===== config.mk =====
export PLATFORM = sky130hd
export DESIGN_NAME = cory_rr_sel8
export DESIGN_NICKNAME = d
export VERILOG_FILES = /design/src/rtl/cory_rr_pick8.sv /design/src/rtl/cory_rr_sel8.sv
export SDC_FILE = /design/constraint.sdc
export NUM_CORES = 1
export LEC_CHECK = 0
export CAP_MARGIN = 10
export CELL_PAD_IN_SITES_DETAIL_PLACEMENT = 1
export CELL_PAD_IN_SITES_GLOBAL_PLACEMENT = 2
export CORE_AREA = 2 2 87 47
export CTS_CLUSTER_DIAMETER = 40
export DETAILED_ROUTE_END_ITERATION = 8
export DIE_AREA = 0 0 89 49
export DONT_BUFFER_PORTS = 1
export GPL_ROUTABILITY_DRIVEN = 0
export GPL_TIMING_DRIVEN = 0
export PLACE_DENSITY_LB_ADDON = 0.1
export SYNTH_ARGS = -nofsm -noshare
export SYNTH_HDL_FRONTEND = slang
export SYNTH_HIERARCHICAL = 1
export SYNTH_SLANG_ARGS = --single-unit

===== constraint.sdc =====
create_clock -name clk -period 5.05 [get_ports clk]
set_clock_uncertainty 0.2 [all_clocks]
set_input_delay 1.01 -clock clk [delete_from_list [all_inputs] [get_ports clk]]
set_output_delay 1.01 -clock clk [all_outputs]
set_load 0.03 [all_outputs]

===== src/rtl/cory_rr_pick8.sv =====
// Rotate-priority search over eight request lines: returns the first set bit
// found scanning start, start+1, ... start+7 (mod 8).
module cory_rr_pick8 (
  input  logic [7:0] req,
  input  logic [2:0] start,
  output logic       found,
  output logic [2:0] idx
);

  logic [2:0] w_pos;

  // Scan from the farthest offset down so the nearest hit is written last.
  always_comb begin
    found = 1'b0;
    idx   = start;
    w_pos = start;
    for (int i = 7; i >= 0; i--) begin
      w_pos = start + 3'(i);
      if (req[w_pos]) begin
        found = 1'b1;
        idx   = w_pos;
      end
    end
  end

endmodule


===== src/rtl/cory_rr_sel8.sv =====
// Round-robin select generator for an 8:1 valid/ready mux; a grant holds for
// up to BURST beats, or until its source goes idle, then rotates.
`ifndef CORY_RR_SEL8_SV
`define CORY_RR_SEL8_SV

module cory_rr_sel8 #(
  parameter int unsigned BURST = 4
) (
  input  logic       clk,
  input  logic       reset_n,
  input  logic [7:0] i_req,
  output logic       o_s_v,
  output logic [2:0] o_s_d,
  input  logic       i_s_r
);

  localparam int unsigned CntW = $clog2(BURST + 1);

  logic            r_act;
  logic [2:0]      r_sel;
  logic [2:0]      r_ptr;
  logic [CntW-1:0] r_cnt;

  logic            w_act_d;
  logic [2:0]      w_sel_d;
  logic [2:0]      w_ptr_d;
  logic [CntW-1:0] w_cnt_d;

  logic            w_hs;
  logic            w_last;
  logic            w_rel;
  logic            w_arb;
  logic            w_found;
  logic [2:0]      w_idx;

  cory_rr_pick8 u_pick (
    .req   (i_req),
    .start (r_ptr),
    .found (w_found),
    .idx   (w_idx)
  );

  // Never offer a select for an empty source: the mux accepts regardless.
  always_comb begin
    o_s_v = r_act & i_req[r_sel];
    o_s_d = r_sel;
  end

  always_comb begin
    w_hs   = o_s_v & i_s_r;
    w_last = (r_cnt == CntW'(BURST - 1));
    w_rel  = (w_hs & w_last) | (r_act & ~i_req[r_sel]);
    w_arb  = ~r_act | w_rel;
  end

  always_comb begin
    w_act_d = r_act;
    w_sel_d = r_sel;
    w_ptr_d = r_ptr;
    w_cnt_d = r_cnt;
    if (w_arb) begin
      if (w_found) begin
        w_act_d = 1'b1;
        w_sel_d = w_idx;
        w_ptr_d = w_idx + 3'd1;
        w_cnt_d = '0;
      end else begin
        w_act_d = 1'b0;
      end
    end else if (w_hs) begin
      w_cnt_d = r_cnt + CntW'(1);
    end
  end

  always_ff @(posedge clk or negedge reset_n) begin
    if (!reset_n) begin
      r_act <= 1'b0;
      r_sel <= 3'd0;
      r_ptr <= 3'd0;
      r_cnt <= '0;
    end else begin
      r_act <= w_act_d;
      r_sel <= w_sel_d;
      r_ptr <= w_ptr_d;
      r_cnt <= w_cnt_d;
    end
  end

endmodule

`endif


Fig. 1: run 1, placed cells, one color a class
Fill, decap, tap and diode cells in gray.
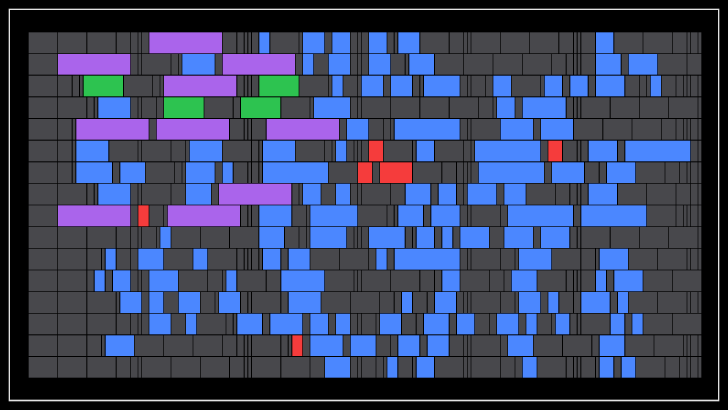
Key: flip-flops = purple [cells 10, share of their area 17%]; other buffers and delay cells = red [cells 6, share of their area 2.3%]; all other logic = blue [cells 126, share of their area 77%]; clock drivers and dummy loads = green [cells 4, share of their area 3.8%]
count of standard-cell rows: 16
Core Box Area: 3684 um^2
utilization of the core after routing: 41.10%

Fig. 2: run 1, clock wires, drivers and flops
Scale bar: 20 um.
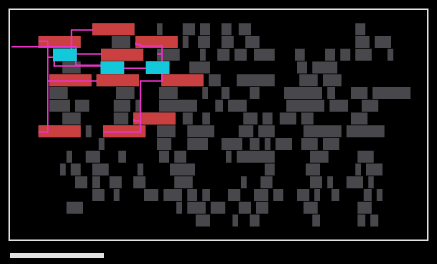
Key: flip-flops = red [count 10]; cells driving clock nets = cyan [count 3]; clock wires = magenta [length 141 um]
There are 4 routed clock nets.
source-to-sink clock delay at the later pin of the worst-skew pair: 230 ps

Fig. 3: run 1, metal 1
Scale bar: 20 um.
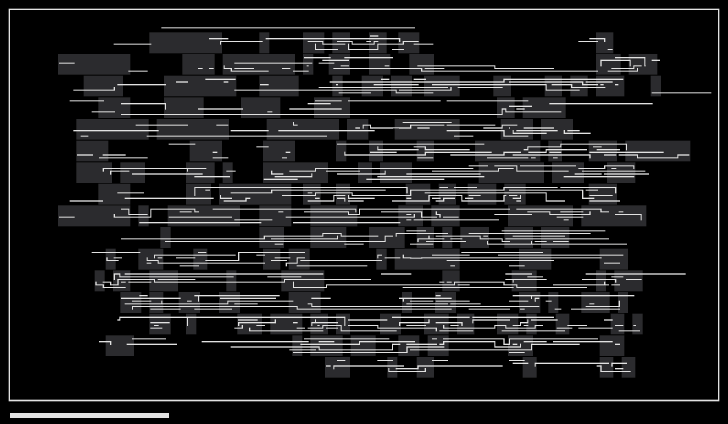
156 nets have wire on it. The layer holds 55% of the routed length. The layer carries 2420 um of wire. The wires run mostly horizontal. The longest straight run is 47.8 um.
via count: 1201
Final Routed Wirelength: 4377 um
GR Util met1: 36.37%

## run 1: per-stage QoR
stage | util (%) | setup WS (ps)
after floorplan | - | 1475
after global placement | 39.61 | 1021
after detailed placement | 39.61 | 920.2
after CTS | 41.10 | 909.8
after global routing | 41.10 | 758.1
final | 41.10 | 895.8
## run 1: per-layer routing
| metal | routed length (um) | track usage, % | share of wire [%] |
|---|---|---|---|
| met1 | 2423 | 36.37 | 55 |
| met2 | 1728 | 28.61 | 39 |
| met3 | 225 | 4.569 | 5.1 |
| met4 | 0 | 0.2488 | 0 |
| met5 | 0 | 0 | 0 |
## run 1: cell usage after synthesis (all sizes together), types with 4 or more instances
| cell type | instances | area (um^2) |
|---|---|---|
| and2 | 5 | 31.28 |
| buf | 4 | 26.27 |
| dfrtp | 10 | 250.2 |
| ha | 5 | 62.56 |
| inv | 9 | 33.79 |
| mux2 | 14 | 161.4 |
| mux2i | 14 | 152.6 |
| mux4 | 7 | 157.7 |
| nor2 | 8 | 30.03 |
| o211ai | 5 | 37.54 |
| or4 | 4 | 30.03 |
| xnor2 | 4 | 35.03 |
## run 1: worst min-delay path by stage
stage | to | cells past startpoint
finish | o_s_d[0]$_DFFE_PN0P_ | 0
global route | r_cnt[2]$_DFFE_PN0P_ | 0
CTS | o_s_d[2]$_DFFE_PN0P_ | 0
detailed placement | r_ptr[2]$_DFFE_PN0P_ | 1
global placement | r_ptr[2]$_DFFE_PN0P_ | 1
floorplan | r_ptr[2]$_DFFE_PN0P_ | 1
## run 1: state kept, by name, summed over array words and instances, names as in the netlist
register,count
o_s_d,3
r_act,1
r_cnt,3
r_ptr,3
==> flow_results.org, run 1 <==
#+TITLE: Physical design notes

** Layout
- Multi-input gates account for 70.91% of the area.
- Count of clock buffers in the final design :: 4
- Area taken by flip-flops and latches :: 250.2 um^2
- Fraction of layout cells with a size suffix above 1 :: 25.34%
- Clock network share of area :: 3.636%
- The layout report gives the register share of total cell area as 16.53%.
- Ranking logic cells in the layout by count gives the top entries mux2i_1, mux2_2, dfrtp_1.
- Per the layout report, the design carries 442 filler cells.

** Floorplan
- The floorplan step set the die width to 89 um.

** Timing
- At the pin with the least slew margin, the transition time is 829.1 ps.
- Headroom to the max-slew limit came out at 44.39%.
- Setup repair after global routing left no endpoint under its margin.
- The clock period could shrink to 4154 ps.

** Global routing
- Across every metal layer, demand over resource in global routing totals 21.39%.
- Entering global routing, the biggest net connects 11 pins.
- Global-route wire length before repair :: 7044 um
- The initial antenna violation count was 0.

** CTS
- Number of CTS-inserted buffers :: 3
- The number of hold buffers added after CTS was 0.
- The CTS log lists the clock sinks for this run as 10.
- Post-CTS setup buffers :: 0
- Root Buffer :: clkbuf_8
- CTS H-tree depth :: 1

** Drt
- Per the detail_route report, vias per standard cell equal 6.005.
- Antenna Nets Post-Route :: 0
- Once iteration 0 of detailed routing completed, the report listed 58 DRC markers.

** Synth
- Primary flip-flop cell chosen by synthesis mapping :: dfrtp_1
- After synthesis, the chip area reported by Yosys is 1391 um^2.
- The synthesized netlist handed to floorplanning was reported with a cell count of 142.
- Per Yosys stat, the portion of area used by sequential elements is 17.99%.
- The synthesized netlist devotes 4.496% of its cell area to adder and majority cells.
- Of the post-synthesis cell area, the part taken by muxes is 33.90%.
- In this run, synthesis inferred 0 flip-flops with an integrated enable.
- Mean instance size in the synthesized netlist :: 9.798 um^2

** Setup path
- The worst setup path is of the register to register kind.
- The timing report lists the critical path depth as 11 cells.
- Crit-path slowest cell :: or4_1
- Family with the most delay on the worst path :: multiplexers
- The capture point of the worst register-to-register path is recorded as r_ptr[2]$_DFFE_PN0P_.
- Cell depth of the worst flop-to-flop path :: 11
- Crit path from :: r_ptr[1]$_DFFE_PN0P_
- The worst setup path is captured at a register.

** Run status
- The flow ran to the end, and the final reports show no timing, DRC or antenna violations.

** Placed design
- Note, the detailed placer reported a final HPWL of 3496 um.

** Flow run
- The stage logs contain a warning count of 27.
Fig. 4: run 1, clock routing
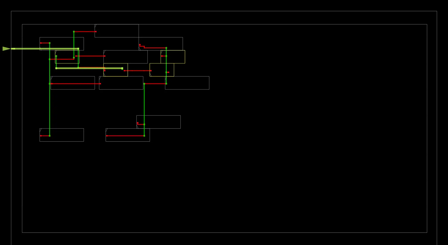

==> run 1 -> run 2 <==
--- a/config.mk
+++ b/config.mk
@@ -8,10 +8,10 @@
 export CAP_MARGIN = 10
 export CELL_PAD_IN_SITES_DETAIL_PLACEMENT = 1
 export CELL_PAD_IN_SITES_GLOBAL_PLACEMENT = 2
-export CORE_AREA = 2 2 87 47
+export CORE_AREA = 2 2 91 49
 export CTS_CLUSTER_DIAMETER = 40
 export DETAILED_ROUTE_END_ITERATION = 8
-export DIE_AREA = 0 0 89 49
+export DIE_AREA = 0 0 93 51
 export DONT_BUFFER_PORTS = 1
 export GPL_ROUTABILITY_DRIVEN = 0
 export GPL_TIMING_DRIVEN = 0
==> constraint.sdc (replaced) <==
create_clock -name clk -period 3.6 [get_ports clk]
set_clock_uncertainty 0.2 [all_clocks]
set_input_delay 0.72 -clock clk [delete_from_list [all_inputs] [get_ports clk]]
set_output_delay 0.72 -clock clk [all_outputs]
set_load 0.03 [all_outputs]
Fig. 5: run 2, clock routing
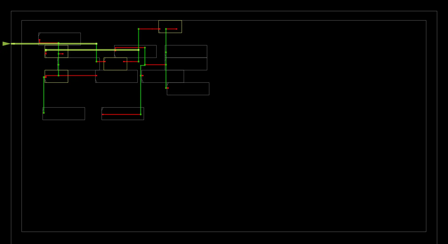
number of CTS-inserted buffers: 3
count of clock buffers in the final design: 4

Fig. 6: run 2, routed metal, one color a layer
Scale bar: 20 um. Two of the layers only.
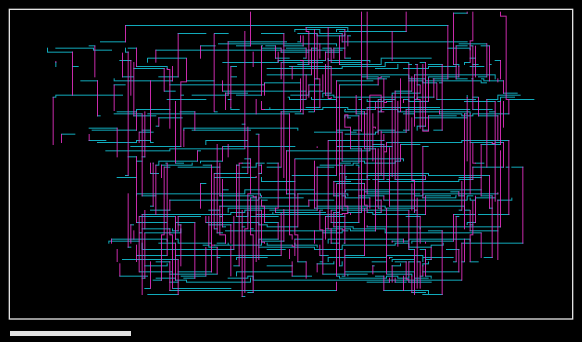
Key: met2 = magenta [wire length 1820 um]; met1 = cyan [wire length 2210 um]
via count: 1294
wire length per cell after detailed routing: 20.94 um

==> flow_results.org, run 2 <==
#+TITLE: Physical design notes

** Run status
- Result of the run: finished clean (unchanged).

** Global routing
- The global-route met3 utilization is 3.540% (was 4.569%).
- The fraction of met1 tracks used by global routing was 31.46% (was 36.37%).
- The highest-utilization routing layer at the global route stage is met1 (unchanged).
- Pin count of the biggest net entering global routing :: 11 (unchanged)
- Initial antenna violation count :: 0 (unchanged)
- Global Route met2 Usage :: 28.38% (was 28.61%)
- Global-route wire length before repair :: 7210 um (was 7044 um)

** CTS
- Post-cts hold buffer count :: 1 (was 0)
- The maximum level of the CTS H-tree is 1 (unchanged).
- Root Buffer :: clkbuf_8 (unchanged)
- The clock latency on the worst-skew pair was 230 ps (about the same).
- CTS Sinks :: 10 (unchanged)
- The post-CTS setup buffer count was 8 (was 0).

** Synth
- Post-synth top area share :: 17.99% (unchanged)
- The number of enable-type register cells in the synthesized netlist was 0 (unchanged).
- YS chip area :: 1391 um^2 (unchanged)
- The library cell occupying the most area in the post-synthesis netlist was dfrtp_1 (unchanged).
- The sequential area share after synthesis was 17.99% (unchanged).
- Mean instance size in the synthesized netlist :: 9.798 um^2 (unchanged)

** Floorplan
- Count of standard-cell rows :: 17 (was 16)
- Die x size :: 93 um (was 89 um)

** Setup path
- Crit-path slowest cell :: or4_1 (unchanged)
- The worst reg2reg path endpoint is r_ptr[2]$_DFFE_PN0P_ (unchanged).
- Cell depth of the worst flop-to-flop path :: 11 (unchanged)
- The instance count on the critical path came to 11 (unchanged).
- Crit path from :: r_ptr[1]$_DFFE_PN0P_ (unchanged)

** Drt
- The wire length the detailed router placed on met1 is 2205 um (was 2423 um).
- The met3 layer wire length in the routed design was 454 um (was 225 um).
- The initial detailed-routing violation count was 61 (was 58).
- The met2 layer wire length in the routed design was 1821 um (was 1728 um).
- The per-cell via count in the routed design came to 6.047 (was 6.005).
- Highest metal layer with signal wires :: met3 (unchanged)

** Layout
- Fraction of layout cells with a size suffix above 1 :: 32.48% (was 25.34%)
- Most instantiated logic cells after routing :: mux2i_1, mux2_2, dfrtp_1, buf_4, nor2_1 (was mux2i_1, mux2_2, dfrtp_1)

** Timing
- Max transition margin :: 40.47% (was 44.39%)
- Shortest period the worst path allows :: 3480 ps (was 4154 ps)
## run 2: cell counts after synthesis
Identical to the previous run, type by type.
## run 2: how the worst min path moves through the flow
| stage | startpoint | endpoint | depth (start not counted) |
|---|---|---|---|
| after floorplan | reset_n | o_s_d[0]$_DFFE_PN0P_ | 0 |
| after global placement | reset_n | r_act$_DFFE_PN0P_ | 0 |
| after detailed placement | reset_n | r_act$_DFFE_PN0P_ | 0 |
| after CTS | r_ptr[2]$_DFFE_PN0P_ | r_ptr[2]$_DFFE_PN0P_ | 1 |
| after global routing | r_ptr[2]$_DFFE_PN0P_ | r_ptr[2]$_DFFE_PN0P_ | 1 |
| final | r_ptr[2]$_DFFE_PN0P_ | r_ptr[2]$_DFFE_PN0P_ | 1 |
## run 2: area by class of cell
cell class	count	area (um^2)
well taps	57	71.32
clock buffers	4	55.05
multi-input cells	117	1107
plain buffers	6	61.31
flip-flops and latches	10	250.2
inverters	9	36.28
fillers	472	2417
repair buffers	11	85.08
## run 2: metrics by stage
| step | setup WS (ps) | utilization (%) |
|---|---|---|
| 2_1_floorplan | 25.04 | - |
| 3_3_place_gp | -430.3 | 35.82 |
| 3_5_place_dp | -528.4 | 35.82 |
| 4_1_cts | 40.80 | 39.80 |
| 5_1_grt | -13.87 | 40.81 |
| 6_report | 120.2 | 40.81 |
## run 2: cell families (layout without fill, tap and decap cells)
family / after synthesis / after routing / share of synthesized area [%]
simple gates: 37 / 37 / 14.84
compound gates: 35 / 35 / 20.77
buf+inv: 15 / 30 / 4.856
mux: 35 / 35 / 33.90
fa+ha+maj: 5 / 5 / 4.496
flops: 10 / 10 / 17.99
xor+xnor: 5 / 5 / 3.147
